**config.mk**
```make
export PLATFORM = sky130hd
export DESIGN_NAME = alu32_issue_flat
export DESIGN_NICKNAME = d
export VERILOG_FILES = /design/src/rtl/alu32_issue_if.sv /design/src/rtl/alu32_issue.sv /design/src/flat_wrapper.sv
export SDC_FILE = /design/constraint.sdc
export NUM_CORES = 1
export LEC_CHECK = 0
export ABC_AREA = 1
export CAP_MARGIN = 10
export CORE_MARGIN = 10
export CORE_UTILIZATION = 58
export DETAILED_ROUTE_END_ITERATION = 7
export PLACE_DENSITY = 0.9
export SETUP_SLACK_MARGIN = 0.1
export SLEW_MARGIN = 30
export SYNTH_ARGS = -nofsm -noshare
export SYNTH_HDL_FRONTEND = slang
export SYNTH_SLANG_ARGS = --single-unit
```
**constraint.sdc**
```tcl
create_clock -name clk -period 12.9 [get_ports clk]
set_input_delay 2.58 -clock clk [delete_from_list [all_inputs] [get_ports clk]]
set_output_delay 2.58 -clock clk [all_outputs]
set_load 0.01 [all_outputs]
```
**src/rtl/alu32_issue_if.sv**
```systemverilog
// Request, ALU-drive and result signals between the issue stage and its neighbours.
// The slave modport is the issue stage; master is the upstream/ALU/downstream side.
interface alu32_issue_if;
  logic        req_valid;
  logic        req_ready;
  logic [7:0]  req_op;
  logic [7:0]  req_key;
  logic [31:0] req_a;
  logic [31:0] req_b;

  logic        alu_en;
  logic        alu_clr;
  logic [7:0]  alu_op;
  logic [7:0]  alu_key;
  logic [31:0] alu_a;
  logic [31:0] alu_b;
  logic [31:0] alu_out;
  logic [7:0]  alu_key_out;

  logic        res_valid;
  logic [7:0]  res_key;
  logic [31:0] res_data;
  logic        busy;

  modport slave (
    input  req_valid, req_op, req_key, req_a, req_b, alu_out, alu_key_out,
    output req_ready, alu_en, alu_clr, alu_op, alu_key, alu_a, alu_b,
           res_valid, res_key, res_data, busy
  );

  modport master (
    output req_valid, req_op, req_key, req_a, req_b, alu_out, alu_key_out,
    input  req_ready, alu_en, alu_clr, alu_op, alu_key, alu_a, alu_b,
           res_valid, res_key, res_data, busy
  );
endinterface

```
**src/rtl/alu32_issue.sv**
```systemverilog
// Issue stage for the 32-bit ALU: request FIFO, single/multi-cycle issue FSM, result strobe.
// Optional issue statistics counters are enabled by defining ALU_ISSUE_STATS_EN.
module alu32_issue #(
  parameter int DEPTH      = 4,
  parameter int MUL_CYCLES = 4
) (
  input  logic        clk,
  input  logic        rst,
  input  logic        clr,
  alu32_issue_if.slave bus
`ifdef ALU_ISSUE_STATS_EN
  ,
  output logic [15:0] stat_ops,
  output logic [15:0] stat_mul_cycles
`endif
);

  localparam int PTR_W = $clog2(DEPTH);
  localparam int CNT_W = PTR_W + 1;
  localparam int MC_W  = (MUL_CYCLES > 1) ? $clog2(MUL_CYCLES) : 1;

  localparam logic [7:0]       OP_MUL  = 8'h03;
  localparam logic [MC_W-1:0]  MC_LAST = MC_W'(MUL_CYCLES - 1);
  localparam logic [CNT_W-1:0] DEPTH_C = CNT_W'(DEPTH);

  typedef enum logic [1:0] {
    S_IDLE,
    S_ISSUE,
    S_MUL
  } state_e;

  typedef struct packed {
    logic [7:0]  op;
    logic [7:0]  key;
    logic [31:0] a;
    logic [31:0] b;
  } entry_t;

  entry_t           mem_q [DEPTH];
  logic [PTR_W-1:0] wr_ptr_q, wr_ptr_d;
  logic [PTR_W-1:0] rd_ptr_q, rd_ptr_d;
  logic [CNT_W-1:0] count_q, count_d;
  logic [CNT_W-1:0] remain;
  state_e           state_q, state_d;
  logic [MC_W-1:0]  mcnt_q, mcnt_d;
  entry_t           issue_q, issue_d;
  logic             res_valid_q;

  logic   push;
  logic   pop;
  logic   last;
  logic   boundary;
  logic   flag;
  entry_t req_entry;
  entry_t next_head;

  assign req_entry = '{op: bus.req_op, key: bus.req_key, a: bus.req_a, b: bus.req_b};

  assign bus.req_ready = (count_q < DEPTH_C);
  assign push          = bus.req_valid && bus.req_ready;

  // The head stays in the FIFO while it issues; it leaves on its final alu_en cycle.
  assign last     = (state_q == S_ISSUE) || ((state_q == S_MUL) && (mcnt_q == MC_LAST));
  assign pop      = last;
  assign flag     = last;
  assign boundary = (state_q == S_IDLE) || last;

  assign wr_ptr_d = wr_ptr_q + PTR_W'(push);
  assign rd_ptr_d = rd_ptr_q + PTR_W'(pop);
  assign remain   = count_q - CNT_W'(pop);
  assign count_d  = remain + CNT_W'(push);

  // An empty queue hands the incoming request straight to the next issue slot.
  assign next_head = (remain != '0) ? mem_q[rd_ptr_d] : req_entry;

  always_comb begin
    // NOTE: every signal written here gets a default first, so no latch is inferred.
    state_d = state_q;
    mcnt_d  = mcnt_q;
    issue_d = issue_q;
    if (boundary) begin
      mcnt_d = '0;
      if (count_d != '0) begin
        issue_d = next_head;
        state_d = (next_head.op == OP_MUL) ? S_MUL : S_ISSUE;
      end else begin
        issue_d = '0;
        state_d = S_IDLE;
      end
    end else if (state_q == S_MUL) begin
      mcnt_d = mcnt_q + MC_W'(1);
    end
  end

  always_ff @(posedge clk) begin
    // NOTE: non-blocking assignments so every register samples pre-edge values.
    if (rst || clr) begin
      wr_ptr_q    <= '0;
      rd_ptr_q    <= '0;
      count_q     <= '0;
      state_q     <= S_IDLE;
      mcnt_q      <= '0;
      issue_q     <= '0;
      res_valid_q <= 1'b0;
    end else begin
      wr_ptr_q    <= wr_ptr_d;
      rd_ptr_q    <= rd_ptr_d;
      count_q     <= count_d;
      state_q     <= state_d;
      mcnt_q      <= mcnt_d;
      issue_q     <= issue_d;
      res_valid_q <= flag;
    end
  end

  // NOTE: storage is deliberately not reset; count and pointers alone mark entries valid.
  always_ff @(posedge clk) begin
    if (push) begin
      mem_q[wr_ptr_q] <= req_entry;
    end
  end

  assign bus.alu_en    = (state_q != S_IDLE);
  assign bus.alu_clr   = clr;
  assign bus.alu_op    = issue_q.op;
  assign bus.alu_key   = issue_q.key;
  assign bus.alu_a     = issue_q.a;
  assign bus.alu_b     = issue_q.b;

  assign bus.res_valid = res_valid_q;
  assign bus.res_key   = bus.alu_key_out;
  assign bus.res_data  = bus.alu_out;
  assign bus.busy      = (count_q != '0) || (state_q != S_IDLE) || flag;

`ifdef ALU_ISSUE_STATS_EN
  logic [15:0] stat_ops_q, stat_ops_d;
  logic [15:0] stat_mul_q, stat_mul_d;

  // Both counters stick at all-ones instead of wrapping.
  assign stat_ops_d = (last && (stat_ops_q != 16'hFFFF)) ? stat_ops_q + 16'd1 : stat_ops_q;
  assign stat_mul_d = ((state_q == S_MUL) && (stat_mul_q != 16'hFFFF)) ? stat_mul_q + 16'd1
                                                                       : stat_mul_q;

  always_ff @(posedge clk) begin
    if (rst || clr) begin
      stat_ops_q <= '0;
      stat_mul_q <= '0;
    end else begin
      stat_ops_q <= stat_ops_d;
      stat_mul_q <= stat_mul_d;
    end
  end

  assign stat_ops        = stat_ops_q;
  assign stat_mul_cycles = stat_mul_q;
`endif

endmodule
```
**src/flat_wrapper.sv**
```systemverilog
// flat-port wrapper written by rule: the top's interface ports become plain ports
module alu32_issue_flat 
#(
  parameter int DEPTH      = 4,
  parameter int MUL_CYCLES = 4
)
  (clk, rst, clr, bus_req_valid, bus_req_op, bus_req_key, bus_req_a, bus_req_b, bus_alu_out, bus_alu_key_out, bus_req_ready, bus_alu_en, bus_alu_clr, bus_alu_op, bus_alu_key, bus_alu_a, bus_alu_b, bus_res_valid, bus_res_key, bus_res_data, bus_busy);
  alu32_issue_if bus_i ();
  input  logic clk;
  input  logic rst;
  input  logic clr;
  input wire logic [$bits(bus_i.req_valid)-1:0] bus_req_valid;
  input wire logic [$bits(bus_i.req_op)-1:0] bus_req_op;
  input wire logic [$bits(bus_i.req_key)-1:0] bus_req_key;
  input wire logic [$bits(bus_i.req_a)-1:0] bus_req_a;
  input wire logic [$bits(bus_i.req_b)-1:0] bus_req_b;
  input wire logic [$bits(bus_i.alu_out)-1:0] bus_alu_out;
  input wire logic [$bits(bus_i.alu_key_out)-1:0] bus_alu_key_out;
  output wire logic [$bits(bus_i.req_ready)-1:0] bus_req_ready;
  output wire logic [$bits(bus_i.alu_en)-1:0] bus_alu_en;
  output wire logic [$bits(bus_i.alu_clr)-1:0] bus_alu_clr;
  output wire logic [$bits(bus_i.alu_op)-1:0] bus_alu_op;
  output wire logic [$bits(bus_i.alu_key)-1:0] bus_alu_key;
  output wire logic [$bits(bus_i.alu_a)-1:0] bus_alu_a;
  output wire logic [$bits(bus_i.alu_b)-1:0] bus_alu_b;
  output wire logic [$bits(bus_i.res_valid)-1:0] bus_res_valid;
  output wire logic [$bits(bus_i.res_key)-1:0] bus_res_key;
  output wire logic [$bits(bus_i.res_data)-1:0] bus_res_data;
  output wire logic [$bits(bus_i.busy)-1:0] bus_busy;
  assign bus_i.req_valid = bus_req_valid;
  assign bus_i.req_op = bus_req_op;
  assign bus_i.req_key = bus_req_key;
  assign bus_i.req_a = bus_req_a;
  assign bus_i.req_b = bus_req_b;
  assign bus_i.alu_out = bus_alu_out;
  assign bus_i.alu_key_out = bus_alu_key_out;
  assign bus_req_ready = bus_i.req_ready;
  assign bus_alu_en = bus_i.alu_en;
  assign bus_alu_clr = bus_i.alu_clr;
  assign bus_alu_op = bus_i.alu_op;
  assign bus_alu_key = bus_i.alu_key;
  assign bus_alu_a = bus_i.alu_a;
  assign bus_alu_b = bus_i.alu_b;
  assign bus_res_valid = bus_i.res_valid;
  assign bus_res_key = bus_i.res_key;
  assign bus_res_data = bus_i.res_data;
  assign bus_busy = bus_i.busy;
  alu32_issue #(.DEPTH(DEPTH), .MUL_CYCLES(MUL_CYCLES)) u_core (.clk(clk), .rst(rst), .clr(clr), .bus(bus_i));
endmodule
```
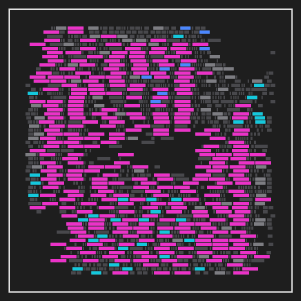
**Above:** run 1 (register map, names as in the netlist).
(1.5 px per um)
legend:
  blue:
    signal: `u_core.bus.alu_op`
    placed_flops: 8
    where: top middle
  magenta:
    signal: `u_core.mem_q`
    placed_flops: 320
    where: all over the die
  cyan:
    signal: `u_core.bus.alu_b`
    placed_flops: 32
    where: all over the die
not coloured: 52
Final Util: 69.62%
Sequential Area: 11450 um2

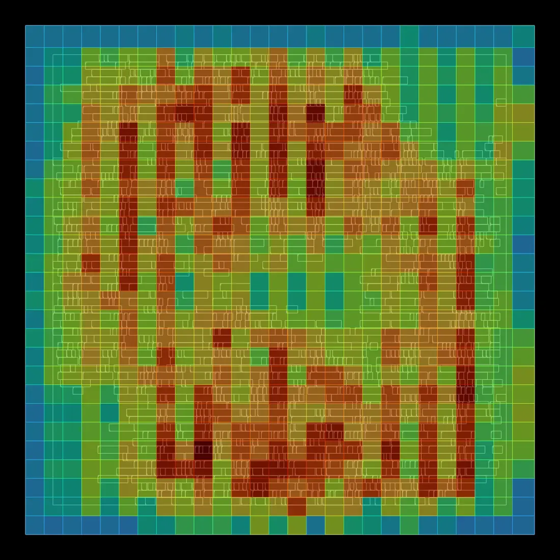
**Above:** run 1 (routing congestion).
grt met2 use: 37.76%
GR peak layer: met2
met1 Resource Use GR: 24.42%
routing usage on met3: 3.933%

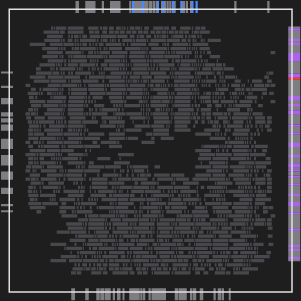
**Above:** run 1 (I/O pins on the die edge).
(1.5 px per um) Pins as bars across the die edge, other pins in grey.
legend:
  purple:
    port: `bus_alu_out`
    pins: 32
    direction: input
    edge: right
  red:
    port: `bus_res_valid`
    pins: 1
    direction: output
    edge: right
  blue:
    port: `bus_req_op`
    pins: 8
    direction: input
    edge: top
all pins by edge: 115 right, 53 bottom, 50 top, 31 left

==> flow_metrics.py, run 1 <==
# Flow results
metrics = {
    "sta": {
        "timing.clock.skew_ps": 18.73,
        "timing_limited_maximum_frequency_mhz": 161.3,
        "layout_setup_ws_ps": 6701,
        "finalMaxSlewViolations": 0,
        "min_period_over_period_pct": 48.06,
    },
    "synthesis": {
        "ys.warnings.count": 0,
        "asyncSetResetFlopFracSynth_pct": 0,
        "synthesis.nets": 1595,
        "post_synth_most_frequent_cells": "320 x sky130_fd_sc_hd__edfxtp_1, 279 x sky130_fd_sc_hd__nor2_1, 202 x sky130_fd_sc_hd__nand2_1, 198 x sky130_fd_sc_hd__o21ai_0, 92 x sky130_fd_sc_hd__dfxtp_1",
        "synthTopLogicFamily": "simple AND/OR/NAND/NOR gates",
        "yosys.area_share.adder_pct": 0.5380,
        "synth.ff_latch_count": 412,
        "synth.top_cell.area_share_pct": 59.02,
        "most_common_cell": "sky130_fd_sc_hd__edfxtp_1",
        "synth.largest_area_cell": "sky130_fd_sc_hd__edfxtp_1",
    },
    "critical_path": {
        "cp_cell_sequence": "clkdlybuf4s50_1 > clkdlybuf4s50_1",
        "max_stage_delay_ps": 550,
        "setup.reg_to_reg.worst_slack_ps": 9140,
    },
    "layout": {
        "dominant_cells": "flip-flops and latches",
        "final-instance-count-excl-fill": 1977,
        "insertedDiodeCount": 1,
        "seq_cells": 412,
        "post-route-cell-area_um2": 19290,
    },
    "global_route": {
        "number_of_global_route_vias_before_repair": 11700,
    },
    "power": {
        "power_clock_mw": 1.20,
        "pwr_density_cell_nw_per_um2": 177.7,
        "power.switching_fraction_pct": 27.75,
    },
    "clock_network": {
        "post_cts_resized": 0,
        "clockRootBuffer": "sky130_fd_sc_hd__clkbuf_16",
    },
    "placement": {
        "dp_hpwl_um": 22650,
        "dp.cells": 1901,
        "gp_congestion": 0.7763,
    },
    "routing": {
        "avgViaCountPerCell": 5.768,
        "final_antenna_net_count": 0,
        "routed_wl_um": 40150,
    },
    "floorplanning": {
        "placement_rows": 61,
    },
    "run_status": {
        "status": "finished clean",
    },
}
## run 1: worst paths after layout
check	endpoint	from	cells past startpoint
worst max-delay path	bus_alu_clr	clr	2
worst min-delay path	u_core.bus.alu_a[22]	u_core.bus.alu_a[22]	2
worst max register to register	u_core.state_q[0]	u_core.state_q[1]	17
worst min register to register	u_core.bus.alu_a[22]	u_core.bus.alu_a[22]	2
## run 1: cells in the final DEF (no fill, tap or decap), types with 5 or more instances in the layout
master,Yosys,layout
sky130_fd_sc_hd__a21oi_1,86,86
sky130_fd_sc_hd__buf_4,43,13
sky130_fd_sc_hd__bufinv_16,0,5
sky130_fd_sc_hd__clkbuf_1,31,14
sky130_fd_sc_hd__clkbuf_16,0,42
sky130_fd_sc_hd__clkdlybuf4s50_1,0,168
sky130_fd_sc_hd__clkinv_2,0,5
sky130_fd_sc_hd__dfxtp_1,92,92
sky130_fd_sc_hd__edfxtp_1,320,320
sky130_fd_sc_hd__ha_1,7,6
sky130_fd_sc_hd__inv_1,35,34
sky130_fd_sc_hd__nand2_1,202,200
sky130_fd_sc_hd__nand3_1,14,14
sky130_fd_sc_hd__nor2_1,279,278
sky130_fd_sc_hd__o21ai_0,198,198
sky130_fd_sc_hd__o21ai_1,79,79
sky130_fd_sc_hd__or2_2,9,9
## run 1: registers in the layout, summed over array words and instances (netlist names)
signal / flops
u_core.state_q: 2
u_core.bus.alu_op: 8
u_core.bus.res_valid: 1
u_core.bus.alu_b: 32
u_core.mem_q: 320
u_core.rd_ptr_q: 2
u_core.mcnt_q: 2
u_core.count_q: 3
u_core.bus.alu_a: 32
u_core.wr_ptr_q: 2
u_core.bus.alu_key: 8
**Run 1: nets reached from selected ports**

(2 px per um)
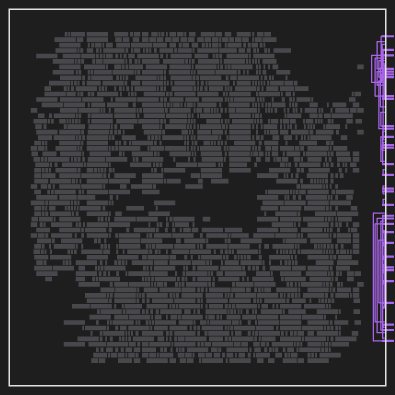

==> run 1 -> run 2 <==
- CORE_UTILIZATION: 58 -> 49
- PLACE_DENSITY: 0.9 -> 0.81
- clock period: 12.9 -> 5.14 ns (I/O delays scaled with it)
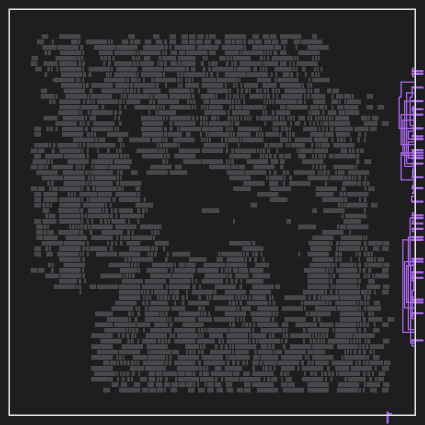
**Above:** run 2 (nets reached from selected ports).
(2 px per um)
legend:
  purple:
    port: `bus_alu_out`
    bits: 32
    direction: input
    edge: 31 right, 1 bottom
    end_cells: 0
    buffers: 0
    wire: 612 um
I/O Pins: 249
Port Buf Inserts: 168

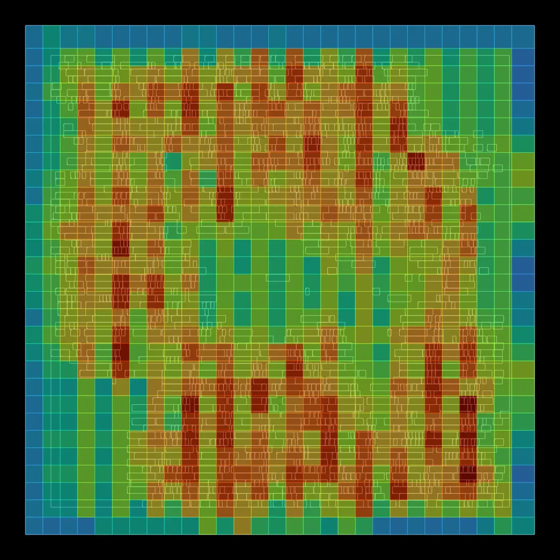
**Above:** run 2 (routing congestion).
overall global routing resource usage: 18.88%
routing usage on met3: 3.646%
met1 Resource Use GR: 22.56%
Final Util: 59.32%

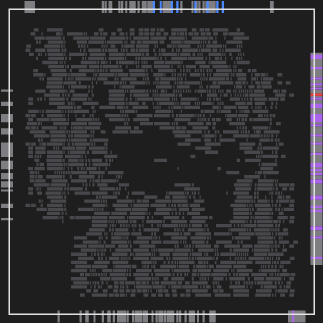
**Above:** run 2 (I/O pins on the die edge).
(1.5 px per um) Pins as bars across the die edge, other pins in grey.
legend:
  blue:
    port: `bus_req_op`
    pins: 8
    direction: input
    edge: top
  purple:
    port: `bus_alu_out`
    pins: 32
    direction: input
    edge: 31 right, 1 bottom
  red:
    port: `bus_res_valid`
    pins: 1
    direction: output
    edge: right
all pins by edge: 104 right, 61 bottom, 53 top, 31 left
floorplan die width: 202.3 um
Die Y-Extent: 202.3 um

==> flow_metrics.py, run 2 <==
# Flow results
metrics = {
    "global_route": {
        "gr_peak_layer": "met2",
        "number_of_global_route_vias_before_repair": 11250,
        "grt_antenna_before_repair": 2,
        "grt_start_max_net_pins": 100,
        "global_route.usage.met2_pct": 32.81,
    },
    "clock_network": {
        "clockRootBuffer": "sky130_fd_sc_hd__clkbuf_16",
        "cts_hold_buf": 0,
        "clock_insertion_delay_worst_skew_ps": 540,
        "post_cts_resized": 0,
        "cts_htree_levels": 2,
        "clock_sink_count": 412,
        "clock_tree_from_tritoncts": "done",
    },
    "power": {
        "power.switching_fraction_pct": 28.15,
        "ir_worst_vdd_uv": 309.8,
        "power.clock.fraction_pct": 34.7,
        "p_leak_nw": 6.775,
        "pwr_density_cell_nw_per_um2": 442.1,
        "combPwrFrac_pct": 19.6,
        "pwr.group.combinational_mw": 1.68,
        "power_leader": "sequential cells",
        "cell_internal_pwr_mw": 6.161,
        "power_clock_mw": 2.98,
        "sequentialPower_mw": 3.92,
        "seq_power_share_pct": 45.7,
    },
    "job": {
        "openroad.warnings": 27,
        "maxCapViolCount": 0,
    },
    "synthesis": {
        "synth_area_um2": 16280,
        "syn_inst": 1464,
        "post_synth_most_frequent_cells": "320 x sky130_fd_sc_hd__edfxtp_1, 279 x sky130_fd_sc_hd__nor2_1, 202 x sky130_fd_sc_hd__nand2_1, 198 x sky130_fd_sc_hd__o21ai_0, 92 x sky130_fd_sc_hd__dfxtp_1",
        "ys.warnings.count": 0,
        "cell_count_listed_in_synth_stat_txt": 1464,
        "synth.largest_area_cell": "sky130_fd_sc_hd__edfxtp_1",
        "synth-edff-count": 320,
        "synthesis.nets": 1595,
        "synth_seq_share_pct": 70.34,
        "synth.top_cell.area_share_pct": 59.02,
        "synth_cell_types": 28,
        "most_common_cell": "sky130_fd_sc_hd__edfxtp_1",
        "synth.ff_latch_count": 412,
        "asyncSetResetFlopFracSynth_pct": 0,
    },
    "layout": {
        "dominant_cells": "flip-flops and latches",
        "clk_share_pct": 7.063,
        "area_growth_pct": 19.14,
        "final_layout_top_logic_cell": "sky130_fd_sc_hd__edfxtp_1",
        "final_layout_size_suffix_gt1_share_pct": 6.246,
        "largest_reg_flops": 320,
        "layout.area.comb_um2": 4038,
        "register_area_um2": 11450,
        "seq_area_share_pct": 59.03,
        "insertedDiodeCount": 1,
        "final-instance-count-excl-fill": 2044,
        "largest-register": "u_core.mem_q",
        "layout_top_cells_excl_fill_tap": "320 x sky130_fd_sc_hd__edfxtp_1, 278 x sky130_fd_sc_hd__nor2_1, 200 x sky130_fd_sc_hd__nand2_1",
        "post-route-cell-area_um2": 19400,
        "seq_cells": 412,
        "area_share_nonclk_buffers_pct": 9.456,
        "buffers_excl_clock": 184,
    },
    "routing": {
        "routed_wl_um": 40180,
        "first_iter_violations": 894,
        "post-route-drc-count": 0,
        "final_antenna_net_count": 0,
        "avgViaCountPerCell": 5.495,
        "drt_pre_antenna_iters": 5,
    },
    "run_status": {
        "status": "finished clean",
    },
    "critical_path": {
        "critPathLaunch": "u_core.mcnt_q[0]",
        "required_ps": 5550,
        "cp_max_fo": 47,
        "r2r-start": "u_core.mcnt_q[0]",
        "worstPathArrival_ps": 4120,
    },
    "sta": {
        "total_negative_setup_slacks_ps": 0,
        "min_period_over_period_pct": 72.18,
        "finalHoldViolCount": 0,
        "finalMaxSlewViolations": 0,
        "timing.clock.skew_ps": 26.17,
        "period_minus_ws_final_ps": 3710,
        "setup_repair_after_global_routing_missed_its_margin": "false",
        "timing_limited_maximum_frequency_mhz": 269.5,
    },
    "floorplanning": {
        "die_area_um2": 40920,
        "area_of_the_core_um2": 32700,
        "placement_rows": 66,
    },
    "min_path": {
        "hold_path_origin": "u_core.bus.alu_a[28]",
    },
    "placement": {
        "dpl_cell_area_um2": 18020,
        "gp_congestion": 0.7599,
        "dp_hpwl_um": 22010,
        "dp.cells": 1965,
    },
}
run 2: cell counts after synthesis:
No cell type changed its count.
run 2: final timing paths:
check / endpoint / slack (ps) / depth (start not counted)
max: u_core.bus.alu_a[29] / 1430 / 15
min: u_core.bus.alu_a[28] / 450 / 2
max reg2reg: u_core.bus.alu_a[29] / 1430 / 15
min reg2reg: u_core.bus.alu_a[28] / 450 / 2
run 2: logic make-up after synthesis:
logic type | share of synthesized area (%)
fa+ha+maj | 0.5379
compound gates | 11.31
xor+xnor | 0.1614
flops | 70.34
simple gates | 12.30
buf+inv | 5.357
run 2: stage by stage:
stage / worst slack [ps] / hold slack, ps
floorplan: -2031 / 451.1
global placement: 1168 / 440.8
detailed placement: 1129 / 449.6
CTS: 1483 / 458.7
global route: 1121 / 475.4
finish: 1430 / 453.3
run 2: worst max-delay path, cell delays in order, from the launching register on:
cell and delay (ps):
sky130_fd_sc_hd__dfxtp_1 330, sky130_fd_sc_hd__ha_1 190, sky130_fd_sc_hd__nand2_1 70, sky130_fd_sc_hd__o21ai_0 210
sky130_fd_sc_hd__ha_1 380, sky130_fd_sc_hd__inv_1 50, sky130_fd_sc_hd__ha_1 190, sky130_fd_sc_hd__ha_1 190
sky130_fd_sc_hd__inv_1 70, sky130_fd_sc_hd__xor2_1 240, sky130_fd_sc_hd__nand3_2 160, sky130_fd_sc_hd__nand3_4 140
sky130_fd_sc_hd__clkinv_2 640, sky130_fd_sc_hd__buf_4 510, sky130_fd_sc_hd__o21ai_1 130, sky130_fd_sc_hd__o21ai_1 80
run 2: routing by layer:
metal / part of all wire [%] / wire length, um / vias up
li1: - / - / 5225
met1: 39 / 15540 / 5434
met2: 51 / 20330 / 459
met3: 7.5 / 3016 / 112
met4: 3.2 / 1277 / 2
met5: 0.030 / 12 / -
**Run 2: metal layers overlaid**

(2 px per um)
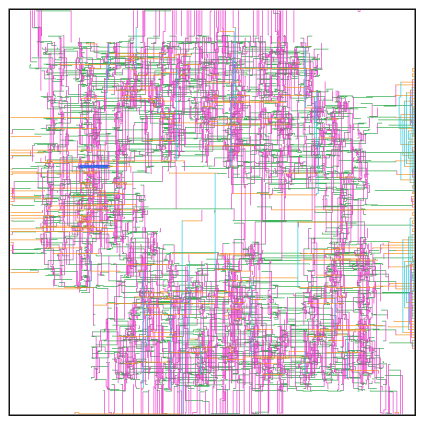

==> run 2 -> run 3 <==
- clock period: 5.14 -> 3.2 ns (I/O delays scaled with it)
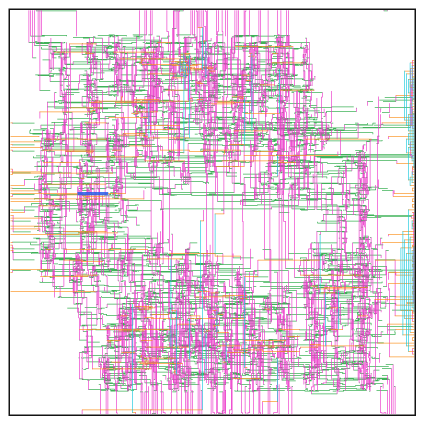
**Above:** run 3 (metal layers overlaid).
(2 px per um)
legend:
  orange:
    layer: M3
    wire_length: 2850 um
  blue:
    layer: M5
    wire_length: 13.8 um
  magenta:
    layer: M2
    wire_length: 20.5 mm
  green:
    layer: M1
    wire_length: 16300 um
  cyan:
    layer: M4
    wire_length: 1300 um

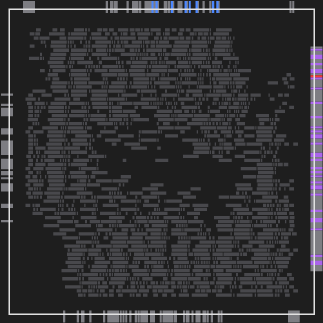
**Above:** run 3 (I/O pins on the die edge).
(1.5 px per um) Pins as bars across the die edge, other pins in grey.
legend:
  blue:
    port: `bus_req_op`
    pins: 8
    direction: input
    edge: top
  purple:
    port: `bus_alu_out`
    pins: 32
    direction: input
    edge: right
  red:
    port: `bus_res_valid`
    pins: 1
    direction: output
    edge: right
all pins by edge: 110 right, 59 bottom, 49 top, 31 left

==> flow_metrics.py, run 3 <==
# Flow results
metrics = {
    "run_status": {
        "status": "finished clean",
    },
    "synthesis": {
        "syn_inst": 1464,
        "synth-edff-count": 320,
        "synth.largest_area_cell": "sky130_fd_sc_hd__edfxtp_1",
        "most_common_cell": "sky130_fd_sc_hd__edfxtp_1",
        "synth_area_um2": 16280,
        "synth.top_cell.area_share_pct": 59.02,
        "synthesis.nets": 1595,
        "synth_cell_types": 28,
        "asyncSetResetFlopFracSynth_pct": 0,
        "synth_seq_share_pct": 70.34,
    },
    "sta": {
        "hold_ws_ps": 455.1,
        "min_period_over_period_pct": 90.60,
        "finalMaxSlewViolations": 0,
        "timing_limited_maximum_frequency_mhz": 344.9,
        "setup_repair_after_global_routing_missed_its_margin": "false",
        "timing.clock.skew_ps": 16.18,
        "period_minus_ws_final_ps": 2899,
        "finalHoldViolCount": 0,
        "total_negative_setup_slacks_ps": 0,
    },
    "floorplanning": {
        "fp.dieW_um": 202.3,
        "area_of_the_core_um2": 32700,
        "die_height_um": 202.3,
        "pin_count": 249,
        "die_area_um2": 40920,
        "placement_rows": 66,
    },
    "layout": {
        "fin_util_pct": 60.38,
        "largest_reg_flops": 320,
        "final-instance-count-excl-fill": 2061,
        "post-route-cell-area_um2": 19750,
        "final_layout_size_suffix_gt1_share_pct": 7.807,
    },
    "critical_path": {
        "cp_max_fo": 35,
        "crit_buf_inv": 4,
        "worstPathArrival_ps": 3320,
        "max_stage_delay_ps": 460,
        "critical_path.reg2reg.endpoint": "u_core.bus.alu_b[24]",
        "setup.reg_to_reg.worst_slack_ps": 300,
        "r2r-start": "u_core.state_q[1]",
        "critPathLaunch": "u_core.state_q[1]",
    },
    "power": {
        "seq_power_share_pct": 44.6,
        "power.switching_fraction_pct": 27.91,
        "ir_worst_vdd_uv": 421.5,
        "pwr_density_cell_nw_per_um2": 714.4,
        "cell_internal_pwr_mw": 10.17,
        "combPwrFrac_pct": 20.7,
    },
    "clock_network": {
        "clock_tree_from_tritoncts": "done",
        "post_cts_resized": 1,
        "cts_htree_levels": 2,
        "clock_sink_count": 412,
        "cts_hold_buf": 0,
        "clockRootBuffer": "sky130_fd_sc_hd__clkbuf_16",
        "clock_insertion_delay_worst_skew_ps": 530,
    },
    "job": {
        "maxCapViolCount": 0,
        "openroad.warnings": 26,
    },
    "routing": {
        "first_iter_violations": 920,
        "final_antenna_net_count": 0,
        "avgViaCountPerCell": 5.474,
        "drt_pre_antenna_iters": 5,
    },
    "global_route": {
        "grt.total_usage_pct": 18.95,
        "grt_start_max_net_pins": 68,
        "number_of_global_route_vias_before_repair": 11310,
    },
    "min_path": {
        "hold_path_origin": "u_core.bus.alu_a[29]",
        "min_delay_worst_endpoint": "u_core.bus.alu_a[29]",
    },
    "placement": {
        "dp_hpwl_um": 23950,
        "dp.cells": 1980,
        "dpl_cell_area_um2": 18290,
        "gp_congestion": 0.7702,
        "place_ws_ps": 96.07,
    },
}
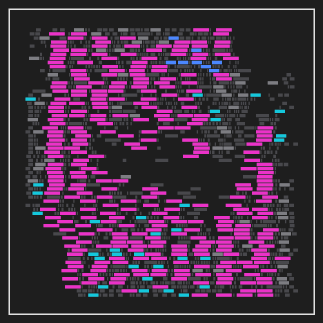
**Above:** run 3 (register map, names as in the netlist).
(1.5 px per um)
legend:
  blue:
    signal: `u_core.bus.alu_op`
    placed_flops: 8
    where: top middle
  magenta:
    signal: `u_core.mem_q`
    placed_flops: 320
    where: all over the die
  cyan:
    signal: `u_core.bus.alu_b`
    placed_flops: 32

-- run 3: cell counts after synthesis --
No cell type changed its count.
-- run 3: worst max-delay path by stage --
stage                                 end  slack, ps  cells past startpoint
finish               u_core.bus.alu_b[24]        300                     13
CTS                  u_core.bus.alu_b[24]        160                     13
detailed placement   u_core.bus.alu_b[24]        100                     11
floorplan              u_core.mem_q[1][0]        110                      2
global route        u_core.bus.alu_key[1]         70                     16
global placement     u_core.bus.alu_b[24]        220                     11
-- run 3: per-layer routing --
layer | up-vias | wire length [um] | global-route usage, %
met1 | 5477 | 16340 | 22.36
met2 | 437 | 20490 | 33.03
met5 | - | 13 | 0
met3 | 116 | 2852 | 3.694
li1 | 5250 | - | -
met4 | 2 | 1295 | 8.233
-- run 3: cells by family after synthesis --
kind of cell / Yosys count / synth area share, %
DFF: 412 / 70.34
and+or+nand+nor: 513 / 12.30
xor gates and xnor gates: 3 / 0.1614
buffers and inverters: 163 / 5.357
adders and majority gates: 7 / 0.5379
AOI/OAI and AO/OA: 366 / 11.31
-- run 3: cell type report --
| type | instances | area [um2] | area share, % |
|---|---|---|---|
| repair buffers | 200 | 2110 | 10.68 |
| diodes | 5 | 12.51 | 0.06337 |
| clock inverters | 23 | 260.3 | 1.318 |
| inverters | 38 | 145.1 | 0.7351 |
| well taps | 442 | 553.0 | 2.801 |
| flip-flops and latches | 412 | 11450 | 57.99 |
| clock buffers | 52 | 1149 | 5.817 |
| multi-input cells | 889 | 4065 | 20.59 |
-- run 3: power by group through the flow --
stage,sequential (mW),combinational (mW),clock (mW)
after global routing,6.31,3.18,5.20
after CTS,6.28,2.91,4.98
final,6.29,2.92,4.90
after floorplan,6.46,1.54,0
after detailed placement,6.39,2.88,0
after global placement,6.38,2.81,0
No activity file was given, so power comes from the tool's default toggle rates.
